run_1/metal_stack.png
Drawn at 2 px/um.
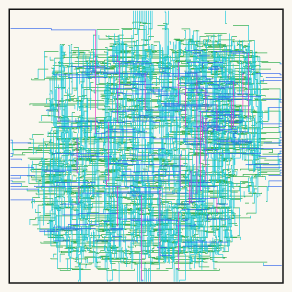
run_1/pins.png
Drawn at 3 px/um. Pins as bars across the die edge, other pins in gray.
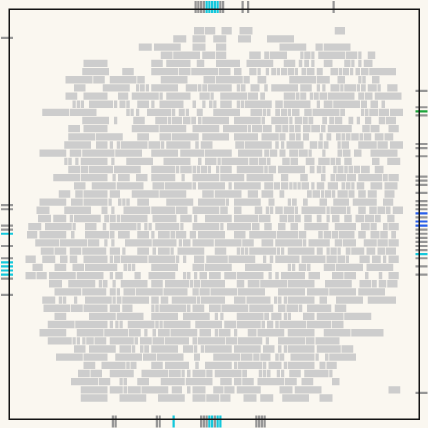
run_1/cell_classes.png
Drawn at 2 px/um.
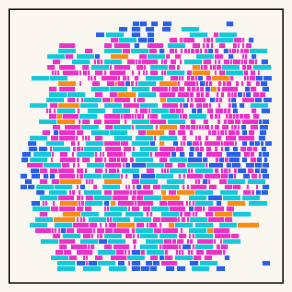
## config.mk

```make
export PLATFORM = sky130hd
export DESIGN_NAME = lc3b_regfile_scoreboard
export DESIGN_NICKNAME = d
export VERILOG_FILES = /design/src/rtl/lc3b_regfile_scoreboard_pkg.sv /design/src/rtl/lc3b_regfile_scoreboard_pend_counter.sv /design/src/rtl/lc3b_regfile_scoreboard.sv
export SDC_FILE = /design/constraint.sdc
export NUM_CORES = 1
export LEC_CHECK = 0
export ABC_AREA = 0
export CAP_MARGIN = 20
export CORE_MARGIN = 5
export CORE_UTILIZATION = 56
export DETAILED_ROUTE_END_ITERATION = 10
export PLACE_DENSITY = 0.8
export SKIP_CTS_REPAIR_TIMING = 1
export SLEW_MARGIN = 25
export SYNTH_ARGS = -nofsm -noshare
export SYNTH_HDL_FRONTEND = slang
export SYNTH_SLANG_ARGS = --single-unit
```

## constraint.sdc

```tcl
create_clock -name clk -period 3.4 [get_ports clk]
set_input_delay 0.68 -clock clk [delete_from_list [all_inputs] [get_ports clk]]
set_output_delay 0.68 -clock clk [all_outputs]
set_load 0.02 [all_outputs]
```

## src/rtl/lc3b_regfile_scoreboard_pkg.sv

```systemverilog
// Shared LC-3b types used by the register file / scoreboard slice.
//   lc3b_reg   : 3-bit register number
//   lc3b_word  : 16-bit data word
//   lc3b_nzp   : 3-bit condition codes {n,z,p}
//   NZP_RESET  : condition codes after reset (Z set)
//   gen_nzp()  : derive {n,z,p} from a result word
package lc3b_types;
    typedef logic [2:0]  lc3b_reg;
    typedef logic [15:0] lc3b_word;
    typedef logic [2:0]  lc3b_nzp;

    localparam lc3b_nzp NZP_RESET = 3'b010;

    function automatic lc3b_nzp gen_nzp(input lc3b_word d);
        return {d[15], (d == 16'h0000), (~d[15] & (d != 16'h0000))};
    endfunction
endpackage

```

## src/rtl/lc3b_regfile_scoreboard_pend_counter.sv

```systemverilog
// Saturating up/down counter tracking in-flight writes to one register.
// Ports:
//   clk, reset_n : clock, asynchronous active-low reset
//   inc          : a write to this register was issued
//   dec          : a write to this register is committing
//   clr          : flush; forces the count to zero, overriding inc/dec
//   count        : current number of pending writes
//   is_zero      : count == 0
//   underflow    : combinational pulse, a commit arrived with nothing pending
module lc3b_pend_counter #(
    parameter int MAX_PEND = 3,
    parameter int CW       = $clog2(MAX_PEND + 1)
) (
    input  logic          clk,
    input  logic          reset_n,
    input  logic          inc,
    input  logic          dec,
    input  logic          clr,
    output logic [CW-1:0] count,
    output logic          is_zero,
    output logic          underflow
);
    logic [CW-1:0] count_q, count_d;

    // Simultaneous inc and dec cancel; both ends saturate so the count
    // never wraps.
    always_comb begin
        count_d = count_q;
        if (clr) begin
            count_d = '0;
        end else if (inc && !dec && (count_q != CW'(MAX_PEND))) begin
            count_d = count_q + CW'(1);
        end else if (dec && !inc && (count_q != '0)) begin
            count_d = count_q - CW'(1);
        end
    end

    always_ff @(posedge clk or negedge reset_n) begin
        if (!reset_n) begin
            count_q <= '0;
        end else begin
            count_q <= count_d;
        end
    end

    assign count     = count_q;
    assign is_zero   = (count_q == '0);
    assign underflow = dec & ~clr & (count_q == '0);
endmodule

```

## src/rtl/lc3b_regfile_scoreboard.sv

```systemverilog
// LC-3b decode-side register file with writeback bypass and a per-register
// pending-write scoreboard that raises stall on RAW / destination-full hazards.
// Ports:
//   clk, reset_n            : clock, asynchronous active-low reset
//   sr1/sr2, sr*_used       : decode source registers and whether they are read
//   sr1_data/sr2_data       : read data, bypassed from the writeback bus
//   issue_valid/wr/dr       : decode issue request and its destination
//   stall                   : decode must hold; the issue is not taken
//   wb_valid/dr/data/ld_cc  : stage-5 commit bus
//   nzp                     : condition codes {n,z,p}
//   flush                   : squash stages 3-4, clear the scoreboard
//   err_underflow           : sticky, a commit arrived with nothing pending
module lc3b_regfile_scoreboard
    import lc3b_types::*;
#(
    parameter int MAX_PEND = 3
) (
    input  logic     clk,
    input  logic     reset_n,
    input  lc3b_reg  sr1,
    input  lc3b_reg  sr2,
    input  logic     sr1_used,
    input  logic     sr2_used,
    output lc3b_word sr1_data,
    output lc3b_word sr2_data,
    input  logic     issue_valid,
    input  logic     issue_wr,
    input  lc3b_reg  issue_dr,
    output logic     stall,
    input  logic     wb_valid,
    input  lc3b_reg  wb_dr,
    input  lc3b_word wb_data,
    input  logic     wb_ld_cc,
    output lc3b_nzp  nzp,
    input  logic     flush,
    output logic     err_underflow
);
    localparam int CW = $clog2(MAX_PEND + 1);

    lc3b_word      regs_q [8];
    lc3b_nzp       nzp_q;
    logic          err_q;

    logic [CW-1:0] pend_count [8];
    logic [7:0]    pend_zero;
    logic [7:0]    inc_vec, dec_vec, uf_vec;

    logic byp1, byp2, byp_dr;
    logic haz1, haz2, dfull, take;

    assign byp1   = wb_valid && (wb_dr == sr1);
    assign byp2   = wb_valid && (wb_dr == sr2);
    assign byp_dr = wb_valid && (wb_dr == issue_dr);

    assign sr1_data = byp1 ? wb_data : regs_q[sr1];
    assign sr2_data = byp2 ? wb_data : regs_q[sr2];

    // A source whose only pending write commits this cycle is served by the
    // bypass, so it needs more than one outstanding write to be a hazard.
    assign haz1  = sr1_used & (byp1 ? (pend_count[sr1] > CW'(1)) : ~pend_zero[sr1]);
    assign haz2  = sr2_used & (byp2 ? (pend_count[sr2] > CW'(1)) : ~pend_zero[sr2]);
    // A full destination frees a slot when it commits in the same cycle.
    assign dfull = issue_valid & issue_wr & (pend_count[issue_dr] == CW'(MAX_PEND)) & ~byp_dr;
    assign stall = issue_valid & (haz1 | haz2 | dfull);
    assign take  = issue_valid & issue_wr & ~stall & ~flush;

    for (genvar g = 0; g < 8; g++) begin : g_pend
        assign inc_vec[g] = take && (issue_dr == lc3b_reg'(g));
        assign dec_vec[g] = wb_valid && (wb_dr == lc3b_reg'(g));

        lc3b_pend_counter #(
            .MAX_PEND (MAX_PEND),
            .CW       (CW)
        ) u_cnt (
            .clk       (clk),
            .reset_n   (reset_n),
            .inc       (inc_vec[g]),
            .dec       (dec_vec[g]),
            .clr       (flush),
            .count     (pend_count[g]),
            .is_zero   (pend_zero[g]),
            .underflow (uf_vec[g])
        );
    end

    // Stage 5 is never squashed, so commits and NZP updates happen even
    // in a flush cycle.
    always_ff @(posedge clk or negedge reset_n) begin
        if (!reset_n) begin
            for (int i = 0; i < 8; i++) begin
                regs_q[i] <= '0;
            end
            nzp_q <= NZP_RESET;
            err_q <= 1'b0;
        end else begin
            if (wb_valid) begin
                regs_q[wb_dr] <= wb_data;
            end
            if (wb_valid && wb_ld_cc) begin
                nzp_q <= gen_nzp(wb_data);
            end
            if (|uf_vec) begin
                err_q <= 1'b1;
            end
        end
    end

    assign nzp           = nzp_q;
    assign err_underflow = err_q;
endmodule

```

==> CHANGELOG.md, run 1 <==
### Physical design

* Worst skew pair latency at 420 ps
* CP bufs+invs at 3
* Synth Seq Share at 41.6%
* Final wirelength at 25300 um
* Overflow after GRT at 0
* Final-report hold violation count at 0
* Vias per cell at 6.39
* WP data arrival at 2540 ps
* Die width at 136 um
* Top routing layer used: met4
* Top cells by area: dfrtp_1, mux4_2, mux2_2
* Area leader share at 41.3%
* Antenna viol nets, final at 0
* Final Non-Filler Cells at 1112
* Largest net degree at the start of global routing at 58
* OpenROAD warnings at 26
* Delay-heaviest family, CP: buffers and inverters
* Fin area at 10900 um2
* Synthesis-stage register bit count at 148
* Max Freq at 311 MHz
* First-pass GRT wire length at 40200 um
* Pre-CTS setup slack at -154 ps
* Final TNS setup at 0 ps
* Htree depth at 4
* Core area at 15800 um2
* Crit share post-route at 94.6%
* Max rail drop VDD at 0.401 mV
* Logic area at 4850 um2
* Crit path time final at 3220 ps
* GP Congestion at 0.939
* Clock Power Share at 34.4%
* PnR worst setup slack at 184 ps
* Area grow syn2layout at 21.9%
* Clock-pin slew on the worst setup and hold paths at 60 ps
* Main synth FF type: dfrtp_1
* Rows at 46
* Placed Instances at 1079
* Clock Path Buffers at 2
* Nets at Floorplan at 839
* Fraction of layout cells with a size suffix above 1 at 32.3%
* Vias post-DR at 7101
* Remaining DRCs at 0
* Vias in the first global route at 7249
* Max_slew headroom at 62.8%
* Commonest non-fill, non-tap cells in the layout: nand2_1, dfrtp_1, mux2_2
* Max-cap violations at 0
* Wire length on met3 at 2210 um
* ANT cells at 0
* Syn Std Cell Area at 8910 um2
* Pleak at 4.99 nW
* Hold slack final at 219 ps
* Worst-margin pin slew at 558 ps
* Die Height at 136 um
* Async SR Flop Fraction at 100%
* WL met1 at 9980 um
* Unrepaired setup endpoints after global routing: no
* Post-Syn Area per Cell at 11.1 um2
* Worst min-delay path class: input port to async pin
* GRT Util Overall at 28.7%
* Area of the die at 18500 um2
* Power, Total at 5.93 mW
* Yosys warns at 0
* Crit-path max FO at 8
* CTS tree: yes
* Cell taking the most area after synthesis: dfrtp_1
* Post-DP HPWL at 16100 um
* Port Buffer Count at 73
* Register Area at 3700 um2
* Worst setup path class: input port to output pin
* Crit end category: output pin
* Slew Limit Fails at 0
* Post-Synthesis Cells at 802
* Initial antenna violation count at 0
* Net Sw Frac at 29.2%
* Fp util at 56.5%
* WL per Instance at 22.7 um
* Internal power at 4.19 mW
* Slowest stage cell, crit path: clkdlybuf4s50_1
* Comb power frac at 26.1%
* Root Buffer: clkbuf_16
* Worst Skew at 5.87 ps
* Distinct lib cells at 53
* Total CTS buffers at 17
* IO Count at 74
* Setup violators final at 0
* Post-synth EDFFs at 0
* CP required at 2720 ps
* Fill cell count at 1126
* Yosys Instances at 802
* Metal2 WL at 12400 um
* PwrDens at 546 nW/um2
* First-pass DRT Iterations at 5
* Critical path, cell by cell: clkdlybuf4s50_1, buf_4, mux4_2, nor2_1, a31oi_1, a2bb2oi_2, nand3_4, and2_1, dlymetal6s2s_1
* Nature of the critical path startpoint: input port
* DRT iter0 DRCs at 874
* Psw at 1.73 mW
* Yosys chip area at 8910 um2
* Final core utilization at 68.8%
* Outcome: finished, final reports clean
* Clock sink count at 148
* Final net count at 920
* Leading cell types by count after synthesis: dfrtp_1, nand2_1, mux2_2, mux4_2, nor2_1
* Seq pwr share at 39.5%
* Worst path max stage delay at 510 ps
* DP Area at 10100 um2
-- metal_stack.png (at the start) --
| color | layer | wire length |
|---|---|---|
| green | met1 | 9980 um |
| cyan | met2 | 12400 um |
| blue | met3 | 2210 um |
| magenta | met4 | 645 um |

-- pins.png (at the start) --
| color | port | pins | direction | edge |
|---|---|---|---|---|
| blue | `wb_dr` | 3 | input | east |
| cyan | `wb_data` | 16 | input | 5 north, 5 west, 5 south, 1 east |
| green | `stall` | 1 | output | east |
all pins by edge: 29 east, 17 south, 14 west, 14 north

-- cell_classes.png (at the start) --
| color | class | cells | share of their area |
|---|---|---|---|
| cyan | flops | 148 | 35% |
| blue | other buffers and delay cells | 140 | 13% |
| orange | clock drivers and dummy loads | 32 | 5.9% |
| magenta | all other logic | 576 | 46% |

-- run 1: registers in the layout (all words and copies together), names as in the netlist --
register,count
g_pend.u_cnt.count,16
nzp,3
regs_q,128
err_underflow,1
-- run 1: kinds of logic (layout without fill, tap and decap cells) --
kind of cell              after synthesis  in the layout  share of synthesized area, %
muxes                                 193            193                          32.7
buffers and inverters                  83            177                          4.10
xor gates and xnor gates                9              9                         0.885
DFF                                   148            148                          41.6
AOI/OAI and AO/OA                      79             79                          5.98
and+or+nand+nor                       290            290                          14.7
-- run 1: power groups by stage --
stage                     registers, mW  clock network (mW)  logic (mW)
after global routing               2.38                2.13        1.66
final                              2.34                2.04        1.55
after floorplan                    2.27                   0        1.04
after CTS                          2.33                2.05        1.57
after global placement             2.32                   0        1.52
after detailed placement           2.35                   0        1.56
-- run 1: final cells by class --
cell class              count  area share (%)
multi-input cells         571            44.7
clock buffers              19            3.99
well taps                 216            2.49
flip-flops and latches    148            34.1
inverters                   5           0.173
repair buffers            140            12.8
clock inverters            13            1.81
-- run 1: path summary, 6_finish.rpt --
check,from,to,slack [ps],cells after the start
max,sr1[2],stall,180,9
min,reset_n,regs_q[61]$_DFFE_PN0P_,220,1
max reg2reg,g_pend[6].u_cnt.count[1]$_DFFE_PN0P_,g_pend[1].u_cnt.count[0]$_DFFE_PN0P_,1050,7
min reg2reg,nzp[1]$_DFFE_PN1P_,nzp[1]$_DFFE_PN1P_,490,2
max in group asynchronous,reset_n,g_pend[0].u_cnt.count[1]$_DFFE_PN0P_,2380,2
min in group clk,nzp[1]$_DFFE_PN1P_,nzp[1]$_DFFE_PN1P_,490,2
-- run 1: routing by layer --
layer | vias to the layer above | track usage, %
met4 | 0 | 9.41
met2 | 359 | 45.9
met3 | 64 | 6.88
met5 | - | 0
met1 | 3609 | 38.8
li1 | 3069 | -
run_1/final_clocks.png
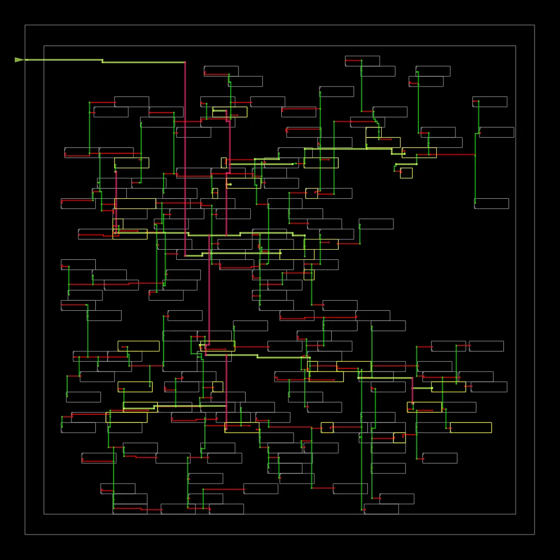

==> run 2, diff against run 1 <==
--- a/config.mk
+++ b/config.mk
@@ -12,2 +12,3 @@
 export DETAILED_ROUTE_END_ITERATION = 10
+export MAX_ROUTING_LAYER = met4
 export PLACE_DENSITY = 0.8
==> constraint.sdc (replaced) <==
create_clock -name clk -period 3.4 [get_ports clk]
set_input_delay 0.85 -clock clk [delete_from_list [all_inputs] [get_ports clk]]
set_output_delay 0.85 -clock clk [all_outputs]
set_load 0.02 [all_outputs]
run_2/final_clocks.png
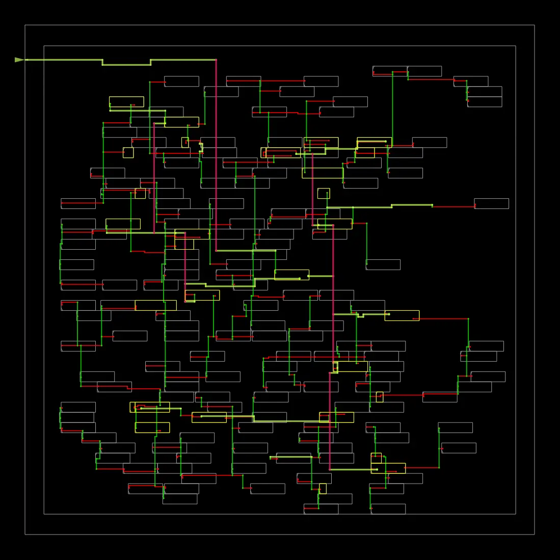
worst skew pair latency: 430 ps
Worst Skew: 2.53 ps

run_2/metal_stack.png
Drawn at 2 px/um.
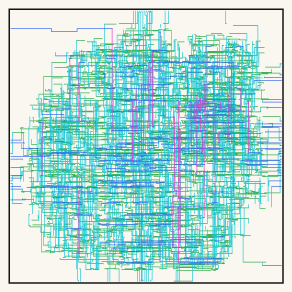
| color | layer | wire length |
|---|---|---|
| blue | met3 | 2490 um |
| cyan | met2 | 12800 um |
| green | met1 | 10100 um |
| magenta | met4 | 1190 um |

==> run 2 against run 1 <==
  * Clock-buffer cell count rose by 2
  * Setup slack got worse by 130 ps
  * Worst hold slack improved by 200 ps
  * Via count rose by 6.0%
  * First-iteration DRC count increased by 12%
  * Sequential share of layout area fell by 1.0 points
  * Flip-flop count unchanged
==> CHANGELOG.md, run 2 <==
### Physical design

* Die width at 136 um
* Crit share post-route at 98.5%
* Power, Total at 5.80 mW
* OpenROAD warnings at 26
* Commonest non-fill, non-tap cells in the layout: nand2_1, dfrtp_1, mux2_2
* Slew Limit Fails at 0
* Crit-path max FO at 10
* And+or+nand+nor area frac at 14.7%
* First-pass DRT Iterations at 6
* Area of the die at 18500 um2
* Clock Path Buffers at 2
* CP bufs+invs at 3
* Vias in the first global route at 7698
* PwrDens at 518 nW/um2
* First-pass GRT wire length at 41100 um
* Delay-heaviest family, CP: buffers and inverters
* Worst setup path class: input port to output pin
* Remaining DRCs at 0
* GRT Util Overall at 30.3%
* DP Area at 10500 um2
* GP Congestion at 1.00
* CP required at 2550 ps
* Max FFs per register at 128
* Fraction of layout cells with a size suffix above 1 at 35.4%
* Fp util at 56.5%
* Critical Path Start: sr2[0]
* Post-Synthesis Cells at 802
* Busiest grt layer: met2
* Leading cell types by count after synthesis: dfrtp_1, nand2_1, mux2_2, mux4_2, nor2_1
* Synthesis-stage register bit count at 148
* Final-report hold violation count at 0
* Root Buffer: clkbuf_16
* Crit end category: output pin
* Worst path max stage delay at 540 ps
* Final TNS setup at 0 ps
* Overflow after GRT at 0
* Met1 GRT Util at 37.3%
* Distinct lib cells at 53
* Met2 Track Usage GR at 47.9%
* Setup violators final at 0
* WP data arrival at 2500 ps
* Xor/xnor share at 0.885%
* Vias per cell at 6.54
* Largest reg by FF count: regs_q
* Port Buffer Count at 73
* Largest net degree at the start of global routing at 66
* Slowest stage cell, crit path: mux4_2
* DRT iter0 DRCs at 977
* Met3 usage at 7.44%
* Clock-pin slew on the worst setup and hold paths at 60 ps
* Final wirelength at 26700 um
* Cell taking the most area after synthesis: dfrtp_1
* Yosys chip area at 8910 um2
* Pleak at 5.21 nW
* Final net count at 959
* Area grow syn2layout at 25.7%
* Max_slew headroom at 57.0%
* R2r startpoint: g_pend[3].u_cnt.count[1]$_DFFE_PN0P_
* IO Count at 74
* Post-Syn Area per Cell at 11.1 um2
* Vias post-DR at 7524
* Async SR Flop Fraction at 100%
* Total CTS buffers at 17
* Nature of the critical path startpoint: input port
* CTS tree: yes
* Main synth FF type: dfrtp_1
* Worst-margin pin slew at 644 ps
* Largest logic family: multiplexers
* Htree depth at 4
* Synth Seq Share at 41.6%
* Pre-CTS setup slack at -561 ps
* Max Freq at 299 MHz
* Critical path, cell by cell: buf_2, buf_4, mux4_2, mux2i_1, a21oi_1, dlymetal6s2s_1
* WL per Instance at 23.2 um
* Syn Std Cell Area at 8910 um2
* Antenna viol nets, final at 0
* Max rail drop VDD at 0.389 mV
* Top cells by area: dfrtp_1, mux4_2, mux2_2
* Yosys warns at 0
* Synth mux share at 32.7%
* Nets at Floorplan at 839
* AND-OR/OR-AND Cells, Area Fraction at 5.98%
* Initial antenna violation count at 1
* Post-synth EDFFs at 0
* Outcome: finished, final reports clean
* Adders+Majority by Area at 0%
* Max-cap violations at 0
* Post-DP HPWL at 17200 um
* Crit path time final at 3350 ps
* Clock sink count at 148
* Yosys Instances at 802
* Area leader share at 41.3%
* PnR worst setup slack at 50.7 ps
* Worst min-delay path class: input port to async pin
* Die Height at 136 um
run_2/cell_classes.png
Drawn at 2 px/um.
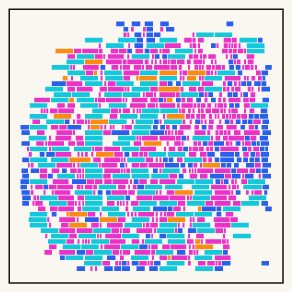
Seq/total area: 33.1%
fin area: 11200 um2
core area: 15800 um2
Rows: 46
final core utilization: 71.0%

## run 2: cell count changes in the layout (fill, tap and decap cells not counted), sizes merged, moves of 2 or more
cell,delta
buf,+40
clkdlybuf4s50,-5
inv,-5
clkinv,+4
clkbuf,+3
dlymetal6s2s,+3
bufinv,-2
## run 2: cell type report
class | count | area (um2)
Fill cell | 1096 | 4570
Clock inverter | 9 | 106
Inverter | 5 | 18.8
Timing Repair Buffer | 179 | 1760
Antenna cell | 1 | 2.50
Clock buffer | 21 | 460
Tap cell | 216 | 270
Multi-Input combinational cell | 571 | 4870
Sequential cell | 148 | 3700
## run 2: worst paths after layout
path / to / slack [ps] / depth (start not counted)
setup / recovery: sr2_data[12] / 50 / 6
min in group clk: err_underflow$_DFFE_PN0P_ / 480 / 1
setup reg to reg: g_pend[1].u_cnt.count[0]$_DFFE_PN0P_ / 1070 / 7
max in group asynchronous: regs_q[36]$_DFFE_PN0P_ / 2230 / 2
hold reg to reg: err_underflow$_DFFE_PN0P_ / 480 / 1
hold / removal: regs_q[110]$_DFFE_PN0P_ / 420 / 1
## run 2: where the power goes
group	total, mW	switching, mW	internal [mW]
Combinational	1.61	0.712	0.893
Sequential	2.35	0.261	2.09
Clock	1.84	0.734	1.11
## run 2: per-stage QoR
step | util [%] | cells | hold WS (ps)
6_report | 71.0 | 1150 | 421
5_1_grt | 71.0 | 1150 | 483
4_1_cts | 69.9 | 1146 | 454
3_5_place_dp | 66.3 | 1116 | 463
3_3_place_gp | 66.3 | 1116 | 459
2_1_floorplan | - | 802 | 457
## run 2: per-layer routing
metal,part of all wire [%],vias up
li1,-,3159
met1,38,3818
met2,48,442
met3,9.4,105
met4,4.5,0
met5,0,-
Power is estimated from default activity; no workload was simulated.
